==> run_1/m1.png <==
Scale bar: 20 microns. Supply wires on this layer in gray.
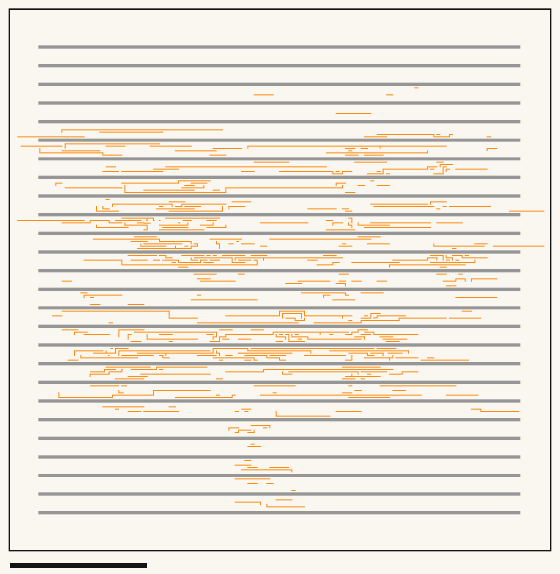
==> run_1/m2.png <==
Scale bar: 20 microns.
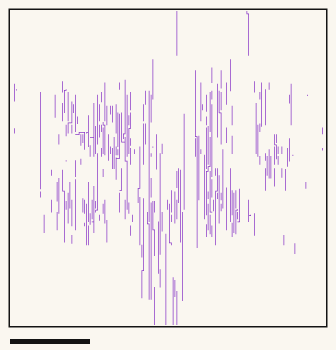
==> run_1/m3.png <==
Cells faint in the background.
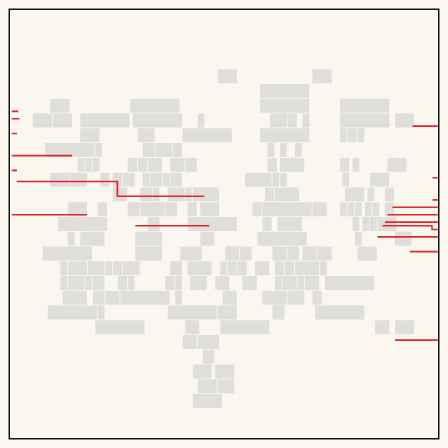
==> run_1/clock_wires.png <==
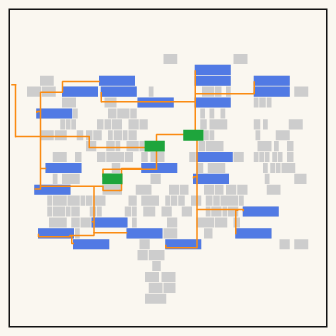
==> config.mk <==
export PLATFORM = sky130hd
export DESIGN_NAME = lab2_4_bist_ctrl
export DESIGN_NICKNAME = d
export VERILOG_FILES = /design/src/rtl/lab2_pkg.sv /design/src/rtl/bist_vec_gen.sv /design/src/rtl/lab2_4_bist_ctrl.sv
export SDC_FILE = /design/constraint.sdc
export NUM_CORES = 1
export LEC_CHECK = 0
export CAP_MARGIN = 5
export CORE_MARGIN = 4
export CORE_UTILIZATION = 25
export DETAILED_ROUTE_END_ITERATION = 10
export PLACE_DENSITY = 0.53
export SLEW_MARGIN = 20
export SYNTH_ARGS = -nofsm -noshare
export SYNTH_HDL_FRONTEND = slang
export SYNTH_SLANG_ARGS = --single-unit
==> constraint.sdc <==
create_clock -name clock -period 1.9 [get_ports clock]
set_input_delay 0.38 -clock clock [delete_from_list [all_inputs] [get_ports clock]]
set_output_delay 0.38 -clock clock [all_outputs]
set_load 0.02 [all_outputs]
==> summary.txt, run 1 <==
Status on the layout run. The flow ran to the end, and the final reports show no timing, DRC or antenna violations. In this run the post-CTS setup repair buffer count came out at 0. At the end of the flow, the number of nets in the layout was 188.

The die is 78.9 microns tall. Power in sequential cells landed at 609 uW. Worst-case reg-to-reg path depth landed at 7. Final non-filler cell total landed at 239.

The critical path goes through clkdlybuf4s50_1. Net switching is 34.4% of the power. Initial antenna violation count landed at 0.

Note, the detailed placer reported a final HPWL of 2300 microns. Summing all placed instances gives a cell area of 0.00160 sq mm. Cell count after synthesis landed at 139. Per the post-CTS timing run, clock transition at the registers of the reported paths is 0.08 ns. On the critical path the largest part of the delay comes from buffers and inverters. Total of flip-flops plus latches after synthesis landed at 22. Post-layout minimum cycle time landed at 1.77 ns. Relative slew slack landed at 73.6%. H-tree depth landed at 1. Total DRC errors in the routed layout landed at 0. Fraction of the cycle the final worst path needs landed at 93.4%. The total area inside the core boundary comes to 0.00479 sq mm.

Full die area landed at 0.00622 sq mm. Synthesized chip area reported by yosys landed at 0.00125 sq mm. The cell type that accounts for the most area after synthesis is sky130_fd_sc_hd__dfrtp_1. After synthesis, the mean cell area works out to 9.03 sq um. Maximum cell stage delay along the critical path landed at 0.66 ns. Yosys stat counts 139 cells in the synthesized netlist. STA lists the maximum fanout along the critical path as 8.

For this run the aggregate overflow at the end of global routing stands at 0. Total iterations of the first detailed-routing run landed at 4. Across all stage logs, warnings added up to 28. Number of library cell types mapped by synthesis landed at 37.

In this run the number of cells on the critical path is 1. The initialized floorplan defines 25 standard-cell rows. Pre-CTS worst setup slack landed at -0.0355 ns. Summed over all failing endpoints, the final setup total negative slack is 0 ns. Hold-check failures listed in the final report amount to 0. Global-route wire length before repair landed at 5450 microns. The internal portion of the total power is 931 uW. For this run the top cell type by instance count after synthesis was sky130_fd_sc_hd__nand2_1.
About m1.png:
The longest straight run is 29.0 microns. The wires run mostly horizontal.
routed wire length: 3170 microns
total via count after detailed routing: 1093
met1 layer usage reported by global route: 14.3%

About m2.png:
155 nets have wire on it. The layer carries 1510 microns of wire. The longest straight run is 32.6 microns. The wires run mostly vertical. The layer holds 48% of the routed length.
routing usage on met2: 18.7%

About m3.png:
17 nets have wire on it. The layer holds 4.6% of the routed length. The layer carries 144 microns of wire. The wires run mostly horizontal. The longest straight run is 18.4 microns.
GR met3 Demand/Resource: 2.95%

About clock_wires.png:
Green shows clock-net drivers, count 3. Orange shows clock wires, length 318 microns. Blue shows flip-flops, count 22.
There are 4 routed clock nets.
share of total power in the clock network: 23.9%
power consumed by the clock network: 339 uW
clock insertion delay at the later pin of the skew report: 0.26 ns
worst clock skew on the final layout: 0.00142 ns

==> run 1: per-layer routing <==
layer	global-route usage [%]	vias to the layer above	part of all wire, %
li1	-	551	-
met2	18.7	18	48
met1	14.3	522	48
met3	2.95	2	4.5
met5	0	-	0
met4	1.55	0	0.38
==> run 1: cells by family (layout without fill, tap and decap cells) <==
kind of cell	count (synthesis)	after routing	share of synthesized area, %
DFF	22	22	43.9
AOI/OAI and AO/OA	19	19	9.07
buffers and inverters	12	45	4.19
xor gates and xnor gates	5	5	3.49
and+or+nand+nor	72	72	30.8
adders and majority gates	7	7	6.98
muxes	2	2	1.60
==> run 1: final cells by class <==
type	instances	area, sq um
Sequential cell	22	551
Fill cell	503	3110
Multi-Input combinational cell	105	657
Clock buffer	4	55.1
Inverter	6	22.5
Timing Repair Buffer	35	307
Tap cell	67	83.8
==> run_1/congestion_map.png <==
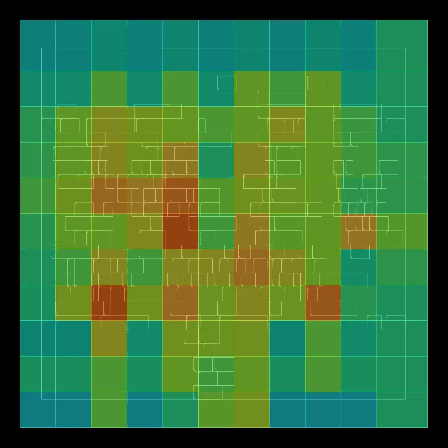

==> run 1 -> run 2 <==
--- a/config.mk
+++ b/config.mk
@@ -13,4 +13,5 @@
 export SLEW_MARGIN = 20
 export SYNTH_ARGS = -nofsm -noshare
 export SYNTH_HDL_FRONTEND = slang
+export SYNTH_HIERARCHICAL = 1
 export SYNTH_SLANG_ARGS = --single-unit
==> constraint.sdc (replaced) <==
create_clock -name clock -period 1.8 [get_ports clock]
set_input_delay 0.36 -clock clock [delete_from_list [all_inputs] [get_ports clock]]
set_output_delay 0.36 -clock clock [all_outputs]
set_load 0.02 [all_outputs]
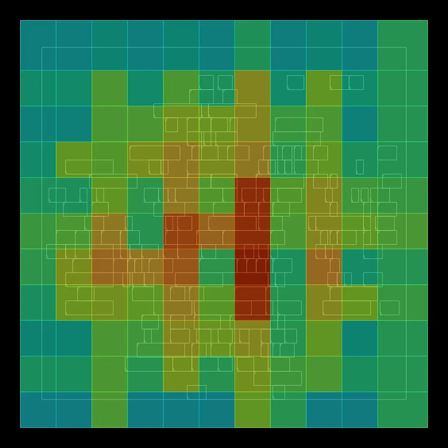
(run_2/congestion_map.png)
routed length per instance: 12.4 microns
routing usage on met2: 18.8%
Layout Utilization: 38.0%

==> summary.txt, run 2 <==
Status on the layout run. Result of the run: completed (unchanged). The biggest combinational cell group after synthesis is simple AND/OR/NAND/NOR gates (unchanged). The total iterations of the first detailed-routing run is 6 (was 4). Post-layout minimum cycle time landed at 1.71 ns. Number of warnings the tools reported landed at 29 (was 28). Full die area landed at 0.00618 sq mm (was 0.00622 sq mm).

The top cell type by instance count after synthesis is sky130_fd_sc_hd__nand2_1 (unchanged). The largest area contributor in the synthesized netlist is sky130_fd_sc_hd__dfrtp_1 (unchanged). Total via count after detailed routing landed at 1119 (was 1093). The peak-usage layer in the global routing report is met2 (unchanged). The hold violation total from the final report came to 0 (unchanged). Synthesized-area fraction occupied by ao, oa, aoi and oai cells landed at 10.2% (was 9.07%).

Worst-case clock skew landed at 0.00754 ns (was 0.00142 ns). Initial antenna violation count landed at 0 (unchanged). Number of library cell types mapped by synthesis landed at 43 (was 37). The count of instantiated cells in the yosys netlist is 132 (was 139). The clock latency on the worst-skew pair was 0.27 ns (was 0.26 ns).

The synthesized area divided by synthesized cell count came to 9.45 sq um (was 9.03 sq um). The placed cell area is 0.00164 sq mm (was 0.00160 sq mm). The dominant delay contributor by cell family on the critical path is buffers and inverters (unchanged).

Adder-cell share of the synthesized area landed at 7.02% (was 6.98%). Met3 track utilization from global routing landed at 1.61% (was 2.95%). Ordered list of cells on the worst path: nand2b_4 -> buf_12 -> nand2_1 -> nand2_1 -> clkdlybuf4s15_1 (was clkdlybuf4s50_1). The multiplexer share of the synthesized area is 1.71% (was 1.60%). The maximum cell stage delay along the critical path came to 0.38 ns (was 0.66 ns). Total congestion overflow landed at 0 (unchanged). Fraction of the cycle the final worst path needs landed at 95.2%. Met1 global-route usage landed at 13.0% (was 14.3%).

The wire length reported by the detailed router was 3020 microns (was 3170 microns). Setup TNS after final layout landed at 0 ns (unchanged). Worst-case reg-to-reg path depth landed at 8 (was 7). Placeable core area landed at 0.00479 sq mm (unchanged).

The relative slew slack was 79.8% (was 73.6%). The chip height was 78.6 microns (was 78.9 microns). The TritonCTS sink count was 22 (unchanged). The largest driver fanout on the critical path was 4 (was 8). The pre-CTS worst setup slack was -0.102 ns (was -0.0355 ns).

Total number of placement rows landed at 25 (unchanged). The total of flip-flops plus latches after synthesis was 22 (unchanged). The post-DP HPWL came to 2220 microns (was 2300 microns).
## run 2: report_power, final
group / total (uW) / internal [uW] / switching, uW
sequential: 583 / 543 / 40.1
clock: 466 / 297 / 168
combinational: 400 / 204 / 196
total: 1450 / 1040 / 404
## run 2: metal layers
layer	share of wire, %	vias up
met3	4.4	6
met4	1.9	0
met1	44	534
met2	50	34
li1	-	545
met5	0	-
## run 2: layout make-up
cell class	instances	area, sq um	share of cell area (%)
clock buffers	3	41.3	2.27
clock inverters	1	30.0	1.65
inverters	9	50.0	2.75
multi-input cells	97	663	36.5
flip-flops and latches	22	552	30.4
well taps	67	83.8	4.61
repair buffers	44	398	21.9
## run 2: timing repair
action,in CTS,in global routing
setup endpoints to repair,8,6
buffers inserted,8,2
resized,9,6
hold endpoints to repair,0,0
pin swaps,3,3
No activity file was given, so power comes from the tool's default toggle rates.
